Design regfile_write_arbiter, sky130hd; sources not shown.
Run 1, metal 3:
Bar = 20 µm.
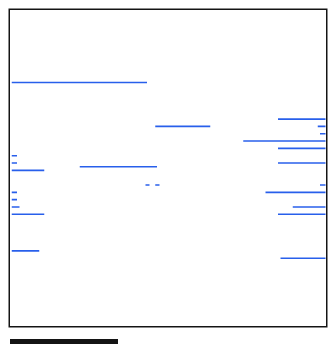
wire length on this layer: 146 µm
longest straight run: 24.8 µm
nets with wire on the layer: 21
main direction: horizontal
share of all routed wire: 6.9%
overall routed net length: 2100 µm
met3 track demand over resource in global routing: 5.04%
vias post-DR: 692

Run 1, metal layers overlaid:
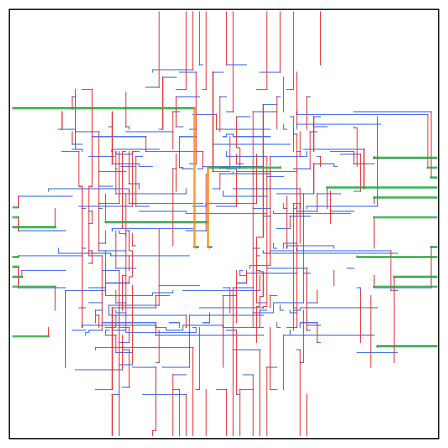
legend:
  M2:
    colour: red
    wire_length: 1080 µm
  M4:
    colour: orange
    wire_length: 29.9 µm
  M3:
    colour: green
    wire_length: 146 µm
  M1:
    colour: blue
    wire_length: 845 µm
average routed wire per standard cell: 14.8 µm
total routing resource utilization after global routing: 13.0%

Run 1, where the registers sit:
Other sequential cells in the stronger grey, the rest of the logic in the fainter grey.
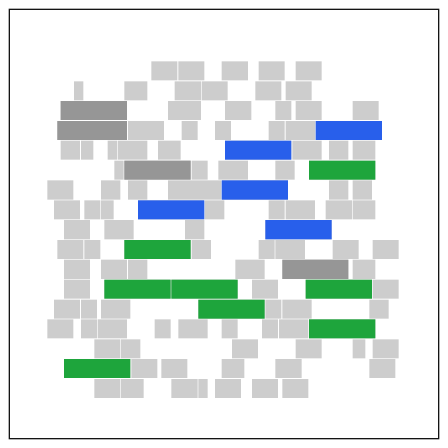
legend:
  `Write_register`:
    colour: blue
    sequential_cells: 5
    where: middle
  `Write_data`:
    colour: green
    sequential_cells: 8
not coloured: 4
fraction of standard cell area that is sequential: 32.1%
Seq power: 0.766 mW
combined flip-flop and latch cell area: 427 µm²
post-route core utilization: 59.4%

==> results.yml, run 1 <==
# physical design summary
floorplan:
  die_area_um2: 3440
  io-pin-count: 47
  placement_rows: 17
  die_x_um: 58.7
  fp_util_pct: 33.9
  die_h_um: 58.7
  core_um2: 2230
yosys:
  cell_types_occupying_the_most_area_after_synthesis: "sky130_fd_sc_hd__dfrtp_1 (53%), sky130_fd_sc_hd__o221a_2 (19%), sky130_fd_sc_hd__or3_1 (11%)"
  yosysUniqueCellTypes: 17
  dominantRegCellSynth: "sky130_fd_sc_hd__dfrtp_1"
  netlist.area_leader.share_pct: 52.8
  enable_flop_cells: 0
  synth.net_count: 88
  synth-warning-count: 0
  cell_area_after_synthesis_um2: 758
  ys_area_um2: 758
  ys_async_sr_fraction_pct: 100
  most_common_cell: "sky130_fd_sc_hd__dfrtp_1"
  yosys_register_bits: 17
  top_cells_by_count: "sky130_fd_sc_hd__dfrtp_1 (16), sky130_fd_sc_hd__o221a_2 (13), sky130_fd_sc_hd__or3_1 (13), sky130_fd_sc_hd__buf_4 (2), sky130_fd_sc_hd__inv_1 (2)"
  synthCells: 58
  yosys_cells: 58
  syn-mean-instance-area_um2: 13.1
  yosys.stat.seqShare_pct: 56.3
  netlist.top_cell.by_area: "sky130_fd_sc_hd__dfrtp_1"
placement:
  dp_hpwl_um: 1540
  dpl.cell_count: 131
  dp_worst_setup_slack_ns: -0.297
  placedInstanceArea_um2: 1260
  buffer_ports.inserted: 45
  gpl.final_weighted_congestion: 0.672
grt:
  grt_util_met1_pct: 15.7
  globalRouteOverflowTotal: 0
  grt_first_pass_wirelength_um: 3280
  grt_pass1_vias: 699
  grt_start_max_net_pins: 18
  most_used_routing_layer: "met2"
  grt_antenna_before_repair: 0
  gr-usage-met2_pct: 20.9
final_timing:
  finalSetupTns_ns: 0
  grt_setup_unrepaired: "true"
  setup_ws_post_layout_ns: 0.0196
  fin_skew_ns: 0.00902
  max_freq_mhz: 813
  timing_max_transition_violations_final: 0
  finalCriticalPeriod_ns: 1.23
  finalHoldViolCount: 0
  finalSetupViolCount: 0
  fin_hold_ws_ns: 0.400
  post-route-period-util_pct: 98.4
detailed_routing:
  drc: 0
  drtIter0Drc: 8
  drt_pass1_iterations: 4
  post_drt_via_cell_ratio: 4.87
  ant_nets: 0
critical_path:
  critical_path_class: "in -> reg"
  timing.critical_path.slowest_stage_cell: "sky130_fd_sc_hd__clkdlybuf4s50_1"
  cp_cell_sequence: "clkdlybuf4s50_1, nor2b_1, o21ai_2, buf_12, o221a_2"
  path_depth: 5
  endpoint_type_of_the_worst_setup_path: "flip-flop"
  r2r_slack_ns: 0.05
  timing.critical_path.fanout_max: 14
  max_stage_delay_ns: 0.47
  worst-endpoint-arrival_ns: 1.42
  critPathTopFamily: "buffers and inverters"
  critical_path_required_ns: 1.44
  reg2regPathDepth: 3
  worstSetupStartpointType: "primary input"
  path_buffers: 2
status:
  status: "complete, no violations"
power:
  power.total_mw: 1.75
  share_comb_of_total_power_pct: 39.1
  p_leak_nw: 0.556
  sequentialPowerShare_pct: 43.8
  clkPwrFrac_pct: 17.1
  max-vdd-ir-drop_v: 0.000991
  power_report.internal_total_mw: 1.27
  power_density_nw_per_um2: 1320
  netSwitchingPower_mw: 0.484
  p_sw_share_pct: 27.7
clock_tree:
  clk_latency_ns: 0.30
  postCtsHoldBufs: 0
  cts-root-buf: "sky130_fd_sc_hd__clkbuf_4"
  cts_tree: "built"
  number_of_buffers_on_the_longest_clock_path: 2
  clock_sinks: 17
  cts_inserted_buffers: 3
  cts.clk_slew.worst_paths_ns: 0.11
  cts_max_level: 1
layout:
  insertedDiodeCount: 0
  area_growth_pct: 75.1
  proportion_of_layout_cells_with_a_drive_suffix_above_1_pct: 28.9
  final_area_um2: 1330
  largest_reg_flops: 8
  layout.cells.non_filler: 142
  nNetsFinal: 145
job:
  warnings: 28
  maxCapViolCount: 0
worst_hold_path:
  hp-class: "in -> async"
==> run 1: logic make-up (layout without fill, tap and decap cells) <==
| kind of cell | Yosys count | after routing | share of synthesized area, % |
|---|---|---|---|
| simple gates | 18 | 18 | 16.3 |
| flops | 17 | 17 | 56.3 |
| compound gates | 15 | 15 | 21.1 |
| buf+inv | 7 | 63 | 5.77 |
| other cells | 1 | 1 | 0.495 |
==> run 1: metal layers <==
layer	part of all wire, %	vias up
met5	0	-
met2	51	23
li1	-	335
met3	6.9	5
met1	40	329
met4	1.4	0
==> run 1: power by group through the flow <==
stage	logic [mW]	registers [mW]	clock network (mW)
after global placement	0.672	0.780	0
after detailed placement	0.682	0.780	0
after floorplan	0.263	0.780	0
after global routing	0.741	0.783	0.349
after CTS	0.659	0.765	0.311
final	0.684	0.766	0.299
==> run 1: worst reg2reg max path, cell delays in order, from the launching register on <==
cell	delay [ns]
sky130_fd_sc_hd__dfrtp_1	0.38
sky130_fd_sc_hd__nand2b_4	0.22
sky130_fd_sc_hd__or3_1	0.37
sky130_fd_sc_hd__o221a_2	0.13
==> run 1: cell usage in the layout, fill, tap and decap left out <==
cell type,netlist,routed
sky130_fd_sc_hd__clkbuf_4,0,3
sky130_fd_sc_hd__nor2_1,1,1
sky130_fd_sc_hd__or3_1,13,13
sky130_fd_sc_hd__dfrtp_1,16,16
sky130_fd_sc_hd__nand2b_4,1,1
sky130_fd_sc_hd__clkinv_2,0,1
sky130_fd_sc_hd__clkbuf_2,1,1
sky130_fd_sc_hd__and3b_4,1,1
sky130_fd_sc_hd__o21ai_2,1,1
sky130_fd_sc_hd__conb_1,1,1
sky130_fd_sc_hd__buf_4,2,10
sky130_fd_sc_hd__o221a_2,13,13
sky130_fd_sc_hd__a21oi_1,1,1
sky130_fd_sc_hd__nor2b_1,1,1
sky130_fd_sc_hd__dfstp_2,1,1
sky130_fd_sc_hd__clkdlybuf4s15_1,0,10
sky130_fd_sc_hd__clkdlybuf4s50_1,0,28
sky130_fd_sc_hd__inv_1,2,2
sky130_fd_sc_hd__buf_12,0,1
sky130_fd_sc_hd__dlygate4sd3_1,0,1
sky130_fd_sc_hd__nand2b_1,1,1
sky130_fd_sc_hd__dlygate4sd2_1,0,6
==> run 1: timing repair <==
| item | 4_1_cts | 5_1_grt |
|---|---|---|
| resized | 16 | 10 |
| setup endpoints to repair | 16 | 12 |
| hold endpoints to repair | 0 | 0 |
| buffers inserted | 5 | 2 |
==> run 1: final cells by class <==
| class | count | area, µm² |
|---|---|---|
| fill | 205 | 906 |
| timing repair buffer | 57 | 543 |
| sequential | 17 | 427 |
| multi-input combinational | 34 | 288 |
| tap | 28 | 35.0 |
| clock buffer | 3 | 22.5 |
| inverter | 2 | 7.51 |
| clock inverter | 1 | 5.00 |
==> run 2, diff against run 1 <==
Settings changed: PLACE_DENSITY set to 0.73, PLACE_DENSITY_LB_ADDON 0.08 to unset.
Run 2, where the registers sit:
Other sequential cells in the stronger grey, the rest of the logic in the fainter grey.
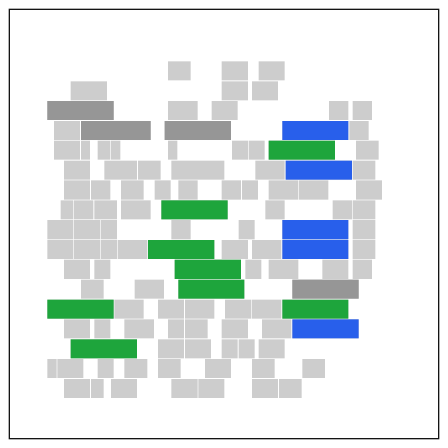
legend:
  `Write_register`:
    colour: blue
    sequential_cells: 5
  `Write_data`:
    colour: green
    sequential_cells: 8
not coloured: 4
post-route core utilization: 58.9%
fraction of standard cell area that is sequential: 32.4%
Seq power: 0.761 mW

==> run 2 against run 1 <==
The flow now finishes with violations (setup timing). Cell count fell by 0.70%. Hold slack improved by 0.0014 ns. Via count fell by 4.0%. Critical path type is now reg -> reg.
==> results.yml, run 2 <==
# physical design summary
clock_tree:
  clk_latency_ns: 0.29
  clock_sinks: 17
  cts_tree: "built"
  number_of_buffers_on_the_longest_clock_path: 2
  cts-root-buf: "sky130_fd_sc_hd__clkbuf_4"
  cts.clk_slew.worst_paths_ns: 0.10
placement:
  dp_hpwl_um: 1540
  gpl.final_weighted_congestion: 0.737
final_timing:
  fin_skew_ns: 0.00233
  max_freq_mhz: 792
  setup_ws_post_layout_ns: -0.0127
  timing_max_transition_violations_final: 0
  post-route-period-util_pct: 101
  fin_hold_ws_ns: 0.402
  finalHoldViolCount: 0
  finalSetupViolCount: 8
  grt_setup_unrepaired: "true"
  finalCriticalPeriod_ns: 1.26
yosys:
  yosysUniqueCellTypes: 17
  mux_area_share_pct: 0
  netlist.area_leader.share_pct: 52.8
  yosys.stat.seqShare_pct: 56.3
  cell_types_occupying_the_most_area_after_synthesis: "sky130_fd_sc_hd__dfrtp_1 (53%), sky130_fd_sc_hd__o221a_2 (19%), sky130_fd_sc_hd__or3_1 (11%)"
  yosys_cells: 58
  synthCells: 58
  yosys_register_bits: 17
  synthSimpleGateAreaFrac_pct: 16.3
  netlist.top_cell.by_area: "sky130_fd_sc_hd__dfrtp_1"
  ys_area_um2: 758
  synth-warning-count: 0
  ys_async_sr_fraction_pct: 100
  top_cells_by_count: "sky130_fd_sc_hd__dfrtp_1 (16), sky130_fd_sc_hd__o221a_2 (13), sky130_fd_sc_hd__or3_1 (13), sky130_fd_sc_hd__buf_4 (2), sky130_fd_sc_hd__inv_1 (2)"
  dominantRegCellSynth: "sky130_fd_sc_hd__dfrtp_1"
grt:
  met3_track_demand_over_resource_in_global_routing_pct: 6.14
  grt_antenna_before_repair: 0
  most_used_routing_layer: "met2"
  grt_first_pass_wirelength_um: 3260
  globalRouteOverflowTotal: 0
floorplan:
  fp_util_pct: 33.9
  core_um2: 2230
  die_h_um: 58.7
  placement_rows: 17
  die_x_um: 58.7
status:
  violations_in_the_final_reports: "setup timing"
  status: "finished with violations"
detailed_routing:
  detail_route.wl_per_cell_um: 13.9
  via_count: 664
  ant_nets: 0
  drc: 0
power:
  power_density_nw_per_um2: 1300
critical_path:
  endpoint_type_of_the_worst_setup_path: "flip-flop"
  critical_path_class: "reg -> reg"
  worstSetupStartpointType: "flip-flop"
  critical_path_required_ns: 1.43
  reg2regPathDepth: 4
  timing.critical_path.fanout_max: 14
layout:
  mostFrequentLayoutCell: "sky130_fd_sc_hd__clkdlybuf4s50_1"
  area_growth_pct: 73.6
  nNetsFinal: 144
  lay_top_cells: "sky130_fd_sc_hd__clkdlybuf4s50_1 (28), sky130_fd_sc_hd__dfrtp_1 (16), sky130_fd_sc_hd__dlygate4sd2_1 (14), sky130_fd_sc_hd__or3_1 (13), sky130_fd_sc_hd__o221a_2 (13)"
  insertedDiodeCount: 0
  largest_reg_flops: 8
worst_hold_path:
  hp-class: "in -> async"
job:
  maxCapViolCount: 0
-- run 2: cell counts after synthesis --
Identical to the previous run, type by type.
-- run 2: timing repair --
item	4_1_cts	5_1_grt
hold buffers	0	0
endpoints found under the setup margin	16	15
resized	17	3
setup buffers	6	0
-- run 2: power by group --
group          internal (mW)  switching (mW)  total, mW
clock                  0.119           0.170      0.289
sequential             0.689          0.0717      0.761
combinational          0.435           0.223      0.658
total                   1.24           0.465       1.71
-- run 2: routing by layer --
layer	up-vias	wire [µm]
li1	336	-
met1	303	763
met2	25	1020
met3	0	182
met4	0	0
met5	-	0
-- run 2: metrics by stage --
step	utilization [%]	instances	cell area, µm²	total power [mW]	TNS [ns]
after detailed placement	56.3	131	1260	1.46	-3.89
final	58.9	141	1320	1.71	-0.0473
after global placement	56.3	131	1260	1.45	-3.55
after CTS	58.8	141	1310	1.73	-0.0863
after floorplan	-	58	767	1.04	-0.00807
after global routing	58.9	141	1320	1.82	-0.803
-- run 2: cell families (layout without fill, tap and decap cells) --
family	count (synthesis)	count (layout)
AND/OR/NAND/NOR	18	18
buffers and inverters	7	62
flip-flops	17	17
other	1	1
AND-OR/OR-AND	15	15
-- run 2: final cells by class --
cell class / instances / area, µm²
timing repair buffer: 56 / 529
clock inverter: 1 / 5.00
tap: 28 / 35.0
fill: 208 / 917
inverter: 2 / 7.51
clock buffer: 3 / 22.5
multi-input combinational: 34 / 290
sequential: 17 / 427
-- run 2: worst max-delay path, cell delays in order, from the launching register on --
cell,delay (ns)
sky130_fd_sc_hd__dfrtp_1,0.38
sky130_fd_sc_hd__buf_6,0.11
sky130_fd_sc_hd__and3b_4,0.23
sky130_fd_sc_hd__or3_1,0.31
sky130_fd_sc_hd__o221a_2,0.13
Power figures rest on the tool's default switching activity, not on a simulated workload.
